### The metal 3 layer, run 1

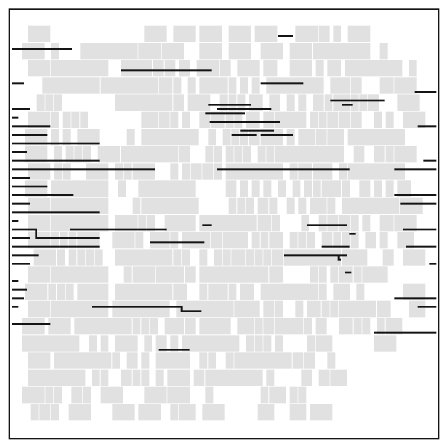
### Clock network drawn from the DEF, run 1

The bar under the picture is 20 microns long.
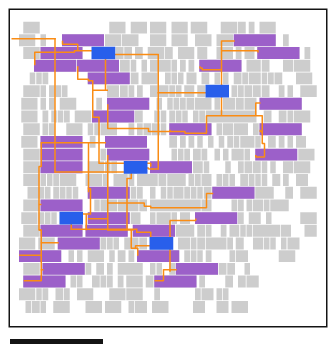
### Signal metal coverage by tile, run 1

The bar under the picture is 20 microns long. 14 x 14 tiles, from white (low) to dark blue (high), scaled to the fullest tile. Values are wire area over tile area, all layers added.
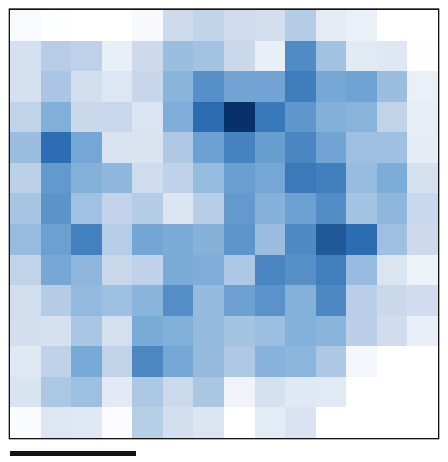
File: src/rtl/instr_sequencer_pkg.sv
// Shared definitions for the instruction sequencer: FSM states, the opcode
// values it needs to recognise, and opcode classification helpers.
package instr_sequencer_pkg;

    typedef enum logic [3:0] {
        S_IDLE,
        S_FETCH,
        S_DECODE,
        S_EXEC,
        S_MEMWAIT,
        S_ALUWAIT,
        S_WRITEBACK,
        S_HALT,
        S_FAULT
    } seq_state_e;

    localparam int OPC_W = 6;

    // Opcode values shared with the control unit's opcode list.
    localparam logic [OPC_W-1:0] OP_NOP   = 6'd0;
    localparam logic [OPC_W-1:0] OP_ADDXY = 6'd1;
    localparam logic [OPC_W-1:0] OP_MULXY = 6'd5;
    localparam logic [OPC_W-1:0] OP_MULRI = 6'd6;
    localparam logic [OPC_W-1:0] OP_DIVXY = 6'd7;
    localparam logic [OPC_W-1:0] OP_DIVRI = 6'd8;
    localparam logic [OPC_W-1:0] OP_MODXY = 6'd9;
    localparam logic [OPC_W-1:0] OP_MODRI = 6'd10;
    localparam logic [OPC_W-1:0] OP_CMPXY = 6'd11;
    localparam logic [OPC_W-1:0] OP_CMPRI = 6'd12;
    localparam logic [OPC_W-1:0] OP_TSTXY = 6'd13;
    localparam logic [OPC_W-1:0] OP_TSTRI = 6'd14;
    localparam logic [OPC_W-1:0] OP_MOVXY = 6'd15;
    localparam logic [OPC_W-1:0] OP_LDR   = 6'd17;
    localparam logic [OPC_W-1:0] OP_STR   = 6'd18;
    localparam logic [OPC_W-1:0] OP_PSH   = 6'd19;
    localparam logic [OPC_W-1:0] OP_BRA   = 6'd21;
    localparam logic [OPC_W-1:0] OP_HLT   = 6'd63;

    // ALU ops that take more than one cycle and report completion via alu_done.
    function automatic logic is_multicycle(input logic [OPC_W-1:0] opc);
        return opc inside {OP_MULXY, OP_MULRI, OP_DIVXY, OP_DIVRI, OP_MODXY, OP_MODRI};
    endfunction

    // ALU ops that only update flags and never write a register.
    function automatic logic is_flag_only(input logic [OPC_W-1:0] opc);
        return opc inside {OP_CMPXY, OP_CMPRI, OP_TSTXY, OP_TSTRI};
    endfunction

endpackage

File: src/rtl/seq_timeout_counter.sv
// Wait-cycle counter for memory handshakes. Flags expiry in the cycle where
// one more idle cycle would bring the count to MEM_TIMEOUT.
module seq_timeout_counter #(
    parameter int MEM_TIMEOUT = 15
) (
    input  logic clk,
    input  logic rst,
    input  logic clear_i,
    input  logic incr_i,
    output logic expired_o
);

    localparam int CNT_W = $clog2(MEM_TIMEOUT + 1);

    logic [CNT_W-1:0] cnt_q, cnt_d;

    // Next count: clear wins over increment.
    always_comb begin
        // NOTE: defaults first so every path assigns cnt_d and no latch is inferred.
        cnt_d = cnt_q;
        if (clear_i) begin
            cnt_d = '0;
        end else if (incr_i) begin
            cnt_d = cnt_q + CNT_W'(1);
        end
    end

    // Count register.
    always_ff @(posedge clk or posedge rst) begin
        // NOTE: non-blocking assignments keep all registers updating from pre-edge values.
        if (rst) begin
            cnt_q <= '0;
        end else begin
            cnt_q <= cnt_d;
        end
    end

    assign expired_o = incr_i && (cnt_q == CNT_W'(MEM_TIMEOUT - 1));

endmodule

File: src/rtl/instr_sequencer.sv
// Multi-cycle instruction sequencer: fetches into the instruction register,
// strobes the control unit, then walks memory/ALU waits, write-back and PC update.
module instr_sequencer
    import instr_sequencer_pkg::*;
#(
    parameter int INSTR_W     = 16,
    parameter int ADDR_W      = 10,
    parameter int MEM_TIMEOUT = 15
) (
    input  logic               clk,
    input  logic               rst,
    input  logic               start,
    input  logic [INSTR_W-1:0] instr_rdata,
    input  logic               imem_ready,
    input  logic               dmem_ready,
    input  logic               alu_done,
    input  logic               bra,
    input  logic               RD,
    input  logic               WR,
    input  logic               alu_en,
    input  logic               mov_en,
    input  logic               psh,
    input  logic               pop,
    input  logic               hlt,
    input  logic [ADDR_W-1:0]  branch_target,
    output logic [ADDR_W-1:0]  pc,
    output logic [INSTR_W-1:0] ir,
    output logic               imem_req,
    output logic               cu_en,
    output logic               dmem_req,
    output logic               reg_we,
    output logic               busy,
    output logic               halted,
    output logic               fault
);

    seq_state_e         state_q, state_d;
    logic [ADDR_W-1:0]  pc_q, pc_d;
    logic [INSTR_W-1:0] ir_q, ir_d;
    logic               rd_q, rd_d;
    logic [OPC_W-1:0]   opc;
    logic               cnt_clear, cnt_incr, cnt_expired;
    logic               unused_psh;

    assign opc = ir_q[INSTR_W-1 -: OPC_W];

    // PSH needs no sequencer action; it takes the plain pc+1 path like NOP.
    assign unused_psh = psh;

    // Restart the wait count on every state change (covers entry to FETCH and
    // MEMWAIT); count only idle cycles while waiting on a memory.
    assign cnt_clear = (state_d != state_q);
    assign cnt_incr  = ((state_q == S_FETCH)   && !imem_ready) ||
                       ((state_q == S_MEMWAIT) && !dmem_ready);

    seq_timeout_counter #(
        .MEM_TIMEOUT(MEM_TIMEOUT)
    ) u_timeout (
        .clk      (clk),
        .rst      (rst),
        .clear_i  (cnt_clear),
        .incr_i   (cnt_incr),
        .expired_o(cnt_expired)
    );

    // Next-state, PC, IR and captured-RD logic.
    always_comb begin
        state_d = state_q;
        pc_d    = pc_q;
        ir_d    = ir_q;
        rd_d    = rd_q;
        unique case (state_q)
            S_IDLE: begin
                pc_d = '0;
                if (start) state_d = S_FETCH;
            end
            S_FETCH: begin
                if (imem_ready) begin
                    ir_d    = instr_rdata;
                    state_d = S_DECODE;
                end else if (cnt_expired) begin
                    state_d = S_FAULT;
                end
            end
            S_DECODE: state_d = S_EXEC;
            S_EXEC: begin
                rd_d = RD;
                if (hlt) begin
                    state_d = S_HALT;
                end else if (bra) begin
                    pc_d    = branch_target;
                    state_d = S_FETCH;
                end else if (RD || WR) begin
                    state_d = S_MEMWAIT;
                end else if (alu_en && is_multicycle(opc)) begin
                    state_d = S_ALUWAIT;
                end else if (alu_en || mov_en || pop) begin
                    state_d = S_WRITEBACK;
                end else begin
                    pc_d    = pc_q + ADDR_W'(1);
                    state_d = S_FETCH;
                end
            end
            S_MEMWAIT: begin
                if (dmem_ready) begin
                    if (rd_q) begin
                        state_d = S_WRITEBACK;
                    end else begin
                        pc_d    = pc_q + ADDR_W'(1);
                        state_d = S_FETCH;
                    end
                end else if (cnt_expired) begin
                    state_d = S_FAULT;
                end
            end
            S_ALUWAIT: begin
                if (alu_done) state_d = S_WRITEBACK;
            end
            S_WRITEBACK: begin
                pc_d    = pc_q + ADDR_W'(1);
                state_d = S_FETCH;
            end
            S_HALT:  state_d = S_HALT;
            S_FAULT: state_d = S_FAULT;
            default: state_d = S_IDLE;
        endcase
    end

    // State, PC, IR and captured-RD registers.
    always_ff @(posedge clk or posedge rst) begin
        if (rst) begin
            state_q <= S_IDLE;
            pc_q    <= '0;
            ir_q    <= '0;
            rd_q    <= 1'b0;
        end else begin
            state_q <= state_d;
            pc_q    <= pc_d;
            ir_q    <= ir_d;
            rd_q    <= rd_d;
        end
    end

    assign pc       = pc_q;
    assign ir       = ir_q;
    assign imem_req = (state_q == S_FETCH);
    assign cu_en    = (state_q == S_DECODE);
    assign dmem_req = (state_q == S_MEMWAIT);
    assign reg_we   = (state_q == S_WRITEBACK) && !is_flag_only(opc);
    assign halted   = (state_q == S_HALT);
    assign fault    = (state_q == S_FAULT);
    assign busy     = !(state_q inside {S_IDLE, S_HALT, S_FAULT});

endmodule

File: config.mk
export PLATFORM = sky130hd
export DESIGN_NAME = instr_sequencer
export DESIGN_NICKNAME = d
export VERILOG_FILES = /design/src/rtl/instr_sequencer_pkg.sv /design/src/rtl/seq_timeout_counter.sv /design/src/rtl/instr_sequencer.sv
export SDC_FILE = /design/constraint.sdc
export NUM_CORES = 1
export LEC_CHECK = 0
export ABC_AREA = 1
export CORE_MARGIN = 1.5
export CORE_UTILIZATION = 51
export CTS_BUF_LIST = sky130_fd_sc_hd__clkbuf_8
export DETAILED_ROUTE_END_ITERATION = 7
export GPL_ROUTABILITY_DRIVEN = 0
export PLACE_DENSITY = 0.88
export SLEW_MARGIN = 20
export SYNTH_ARGS = -nofsm -noshare
export SYNTH_HDL_FRONTEND = slang
export SYNTH_SLANG_ARGS = --single-unit
File: constraint.sdc
create_clock -name clk -period 3.9 [get_ports clk]
set_input_delay 0.78 -clock clk [delete_from_list [all_inputs] [get_ports clk]]
set_output_delay 0.78 -clock clk [all_outputs]
set_load 0.1 [all_outputs]
==> out/qor.rpt, run 1 <==
========================================================================
Status                                                      finished, final reports clean
Die Area                                                      4580 sq um
Worst-path clk slew                                              0.07 ns
Multi-input gates                                                    221
Hold Worst Slack                                                0.487 ns
Area fraction of the dominant cell type after synthesis            41.0%
Global routing met3 resource utilization                           7.50%
Most used standard cell by instance count after synthesis   sky130_fd_sc_hd__nand2_1
Dominant logic cell type in the layout                      sky130_fd_sc_hd__nand2_1
Via count of the first global-routing pass                         2,063
Met1 capacity usage during global routing                          31.7%
Main logic family after synthesis                           simple AND/OR/NAND/NOR gates
Cell repeated most along the worst path                     sky130_fd_sc_hd__nand2_1
Via Count                                                          2,223
Post-route clock skew                                         0.00558 ns
Share of synthesized area spent on multiplexers                       0%
Logic share of the area                                            35.7%
Area leader, netlist                                        sky130_fd_sc_hd__dfrtp_1
Clock sinks                                                           35
Count of pins over their slew limit                                    0
Sequence of cells on the critical path                      clkdlybuf4s50_1 -> inv_1 -> nand2_1 -> nand2_1 -> nand2_1 -> nand3_1 -> nor2_1 -> nand2_2 -> inv_2 -> nand2_1 -> o21ai_0 -> a21oi_1
Max H-tree Level                                                       2
Top Layer Used                                                      met4
Tally of OpenROAD warnings                                            28
Wirelength per Cell                                         12.8 microns
TritonCTS Buffers                                                      5
Cell family with most CP delay                              buffers and inverters
Max cap viols                                                          0
Clock Tree Root                                             sky130_fd_sc_hd__clkbuf_8
Flip-flops with a built-in enable                                      0
Initial core utilization                                           53.4%
Global-route wire length before repair                      8920 microns
Type of destination of the critical path                            flop
Placed Cells                                                         418
Setup repair after global routing missed its margin                   no
Xor+xnor area frac                                                 2.05%
Final Routed Wirelength                                     5450 microns
Max FO, Critical Path                                                 16
Cell depth of the worst setup path                                    12
Hold Violations, Final                                                 0
Most frequent cells in the layout                           sky130_fd_sc_hd__nand2_1 (94), sky130_fd_sc_hd__clkdlybuf4s50_1 (64), sky130_fd_sc_hd__nor2_1 (39)
Least setup slack across all paths after layout                  1.24 ns
Clock network contribution to total cell area                      4.53%
Reg-to-reg startpoint                                         state_q[1]
Number of cells upsized or downsized after cts                         0
Yosys aoi share                                                    9.44%
Cell count of the worst hold path                                      2
Synth cell count leaders                                    sky130_fd_sc_hd__nand2_1 (94), sky130_fd_sc_hd__nor2_1 (39), sky130_fd_sc_hd__dfrtp_1 (35)
========================================================================
Back to the opening pictures, 'The metal 3 layer':
share of all routed wire: 7.0%
main direction: horizontal

Back to the opening pictures, 'Clock network drawn from the DEF':
[blue] clock-net drivers | count: 5
[purple] flip-flops | count: 35
[orange] clock wires | length: 486 microns
routed clock nets: 6

Back to the opening pictures, 'Signal metal coverage by tile':
emptiest ninth of the die: south-east
tiles over half the peak: 23%
mean over tiles: 0.19
nearly empty tiles: 8.7%

### Clock nets, run 1

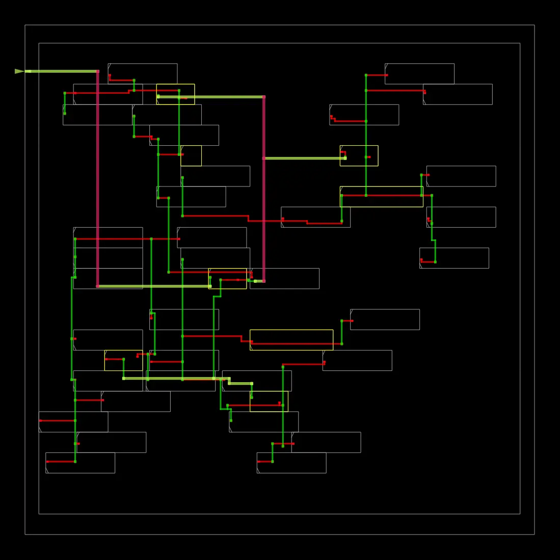

==> inputs of run 2 (changes only) <==
--- a/config.mk
+++ b/config.mk
@@ -7,11 +7,11 @@
 export LEC_CHECK = 0
 export ABC_AREA = 1
 export CORE_MARGIN = 1.5
-export CORE_UTILIZATION = 51
+export CORE_UTILIZATION = 47
 export CTS_BUF_LIST = sky130_fd_sc_hd__clkbuf_8
 export DETAILED_ROUTE_END_ITERATION = 7
 export GPL_ROUTABILITY_DRIVEN = 0
-export PLACE_DENSITY = 0.88
+export PLACE_DENSITY = 0.82
 export SLEW_MARGIN = 20
 export SYNTH_ARGS = -nofsm -noshare
 export SYNTH_HDL_FRONTEND = slang
==> constraint.sdc (replaced) <==
create_clock -name clk -period 2.5 [get_ports clk]
set_input_delay 0.5 -clock clk [delete_from_list [all_inputs] [get_ports clk]]
set_output_delay 0.5 -clock clk [all_outputs]
set_load 0.1 [all_outputs]
### Clock nets, run 2

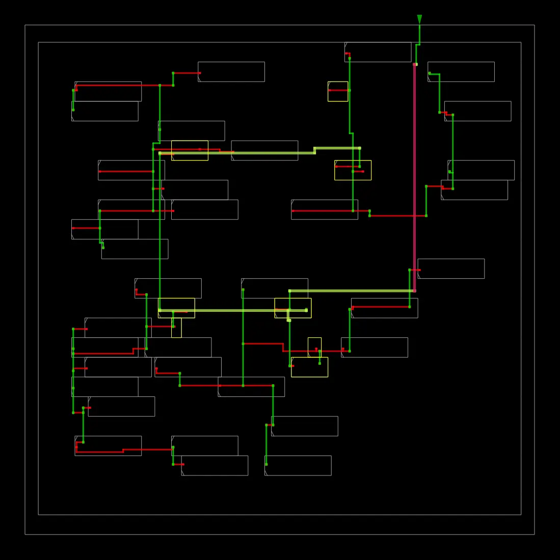
Seq Cell Count: 35
TritonCTS Buffers: 5
number of clock buffer instances in the layout: 5
post-route clock skew: 0.00265 ns

### Clock network drawn from the DEF, run 2

The bar under the picture is 20 microns long.
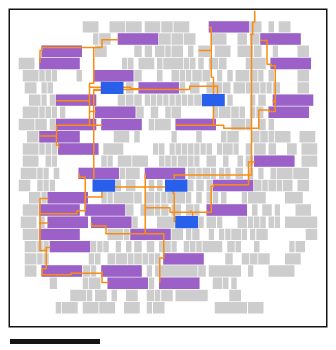
[orange] clock wires | length: 453 microns
[purple] flip-flops | count: 35
[blue] clock-net drivers | count: 5
routed clock nets: 6

### The metal 3 layer, run 2

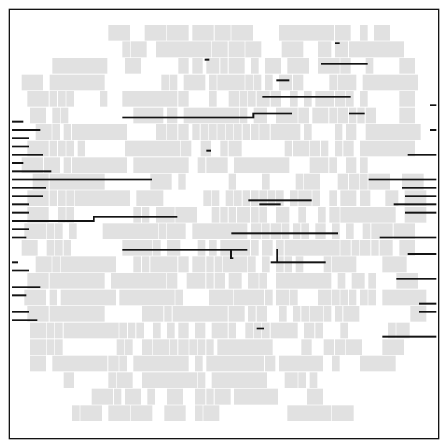
main direction: horizontal
wire length on this layer: 301 microns
share of all routed wire: 5.8%
longest straight run: 22.8 microns
nets with wire on the layer: 46

==> run 2 against run 1 <==
Compared with the run above:
- core utilization fell by 7.1 points
- flip-flop count unchanged
- critical path type is now reg2out
- synthesized cell count did not move
- global-route usage decreased by 4.8 points
- final area decreased by 1.4%
- critical path depth shrank 7
- synthesized area unchanged
- die size is 8.1% higher
- cell count is 0.70% higher
==> out/qor.rpt, run 2 <==
================================================================================
Status                                                              finished, final reports clean
Clock Tree Root                                                     sky130_fd_sc_hd__clkbuf_8
Number of antenna violations at the first check in global routing              0
Area post-placement                                                   2880 sq um
Number of cells upsized or downsized after cts                                 0   unchanged
Sequence of cells on the critical path                              inv_1 -> nor2_1 -> nand3_1 -> a311oi_4 -> buf_12
Fraction of cell area in non-clock buffers                                 23.9%
Cell family with most CP delay                                      simple AND/OR/NAND/NOR gates
Initial core utilization                                                   49.0%   -4.3 points
Timing startpoint of the critical path                                state_q[2]
Met1 capacity usage during global routing                                  27.4%   -4.3 points
Dpl hpwl                                                            3960 microns
Max FO, Critical Path                                                          6   -10
Avg Inst Size Synth                                                   7.09 sq um
Placed Cells                                                                 421   +0.72%
Clock network contribution to total cell area                              2.87%   -1.7 points
Max cap viols                                                                  0   unchanged
Cell count of the worst hold path                                              2   unchanged
Inserted Diodes                                                                0
Final Routed Wirelength                                             5190 microns   -4.8%
Via Count                                                                  2,132   -4.1%
Cell depth of the worst setup path                                             5   -7
Seq/total area                                                             29.5%
Hold Worst Slack                                                        0.493 ns   +0.00598 ns
Global routing met3 resource utilization                                   5.19%   -2.3 points
Clock sinks                                                                   35   unchanged
Xor+xnor area frac                                                         2.05%   unchanged
Most used standard cell by instance count after synthesis           sky130_fd_sc_hd__nand2_1
Flip-flops with a built-in enable                                              0   unchanged
Least setup slack across all paths after layout                         0.206 ns   -1.03 ns
Yosys cell types                                                              31
Count of synthesis-stage warnings from yosys                                   0
Dominant logic cell type in the layout                              sky130_fd_sc_hd__nand2_1
Clock period minus worst slack                                           2.29 ns
Multi-input gates                                                            221   unchanged
Reg-to-reg startpoint                                                 state_q[1]
Post-Synth Adder-Cell Area                                                 1.76%
Max H-tree Level                                                               2   unchanged
Count of pins over their slew limit                                            0   unchanged
Type of destination of the critical path                              output pin
Die Area                                                              4950 sq um   +8.1%
Main logic family after synthesis                                   simple AND/OR/NAND/NOR gates
Area taken by flip-flops and latches                                   876 sq um
Area fraction of the dominant cell type after synthesis                    41.0%   unchanged
Logic share of the area                                                    36.7%   +0.98 points
Via count of the first global-routing pass                                 1,974   -4.3%
Global-route wire length before repair                              8510 microns   -4.6%
Yosys aoi share                                                            9.44%   unchanged
Share of synthesized area spent on multiplexers                               0%   unchanged
Wirelength per Cell                                                 12.1 microns   -5.4%
Synth cell count leaders                                            sky130_fd_sc_hd__nand2_1 (94), sky130_fd_sc_hd__nor2_1 (39), sky130_fd_sc_hd__dfrtp_1 (35)
================================================================================
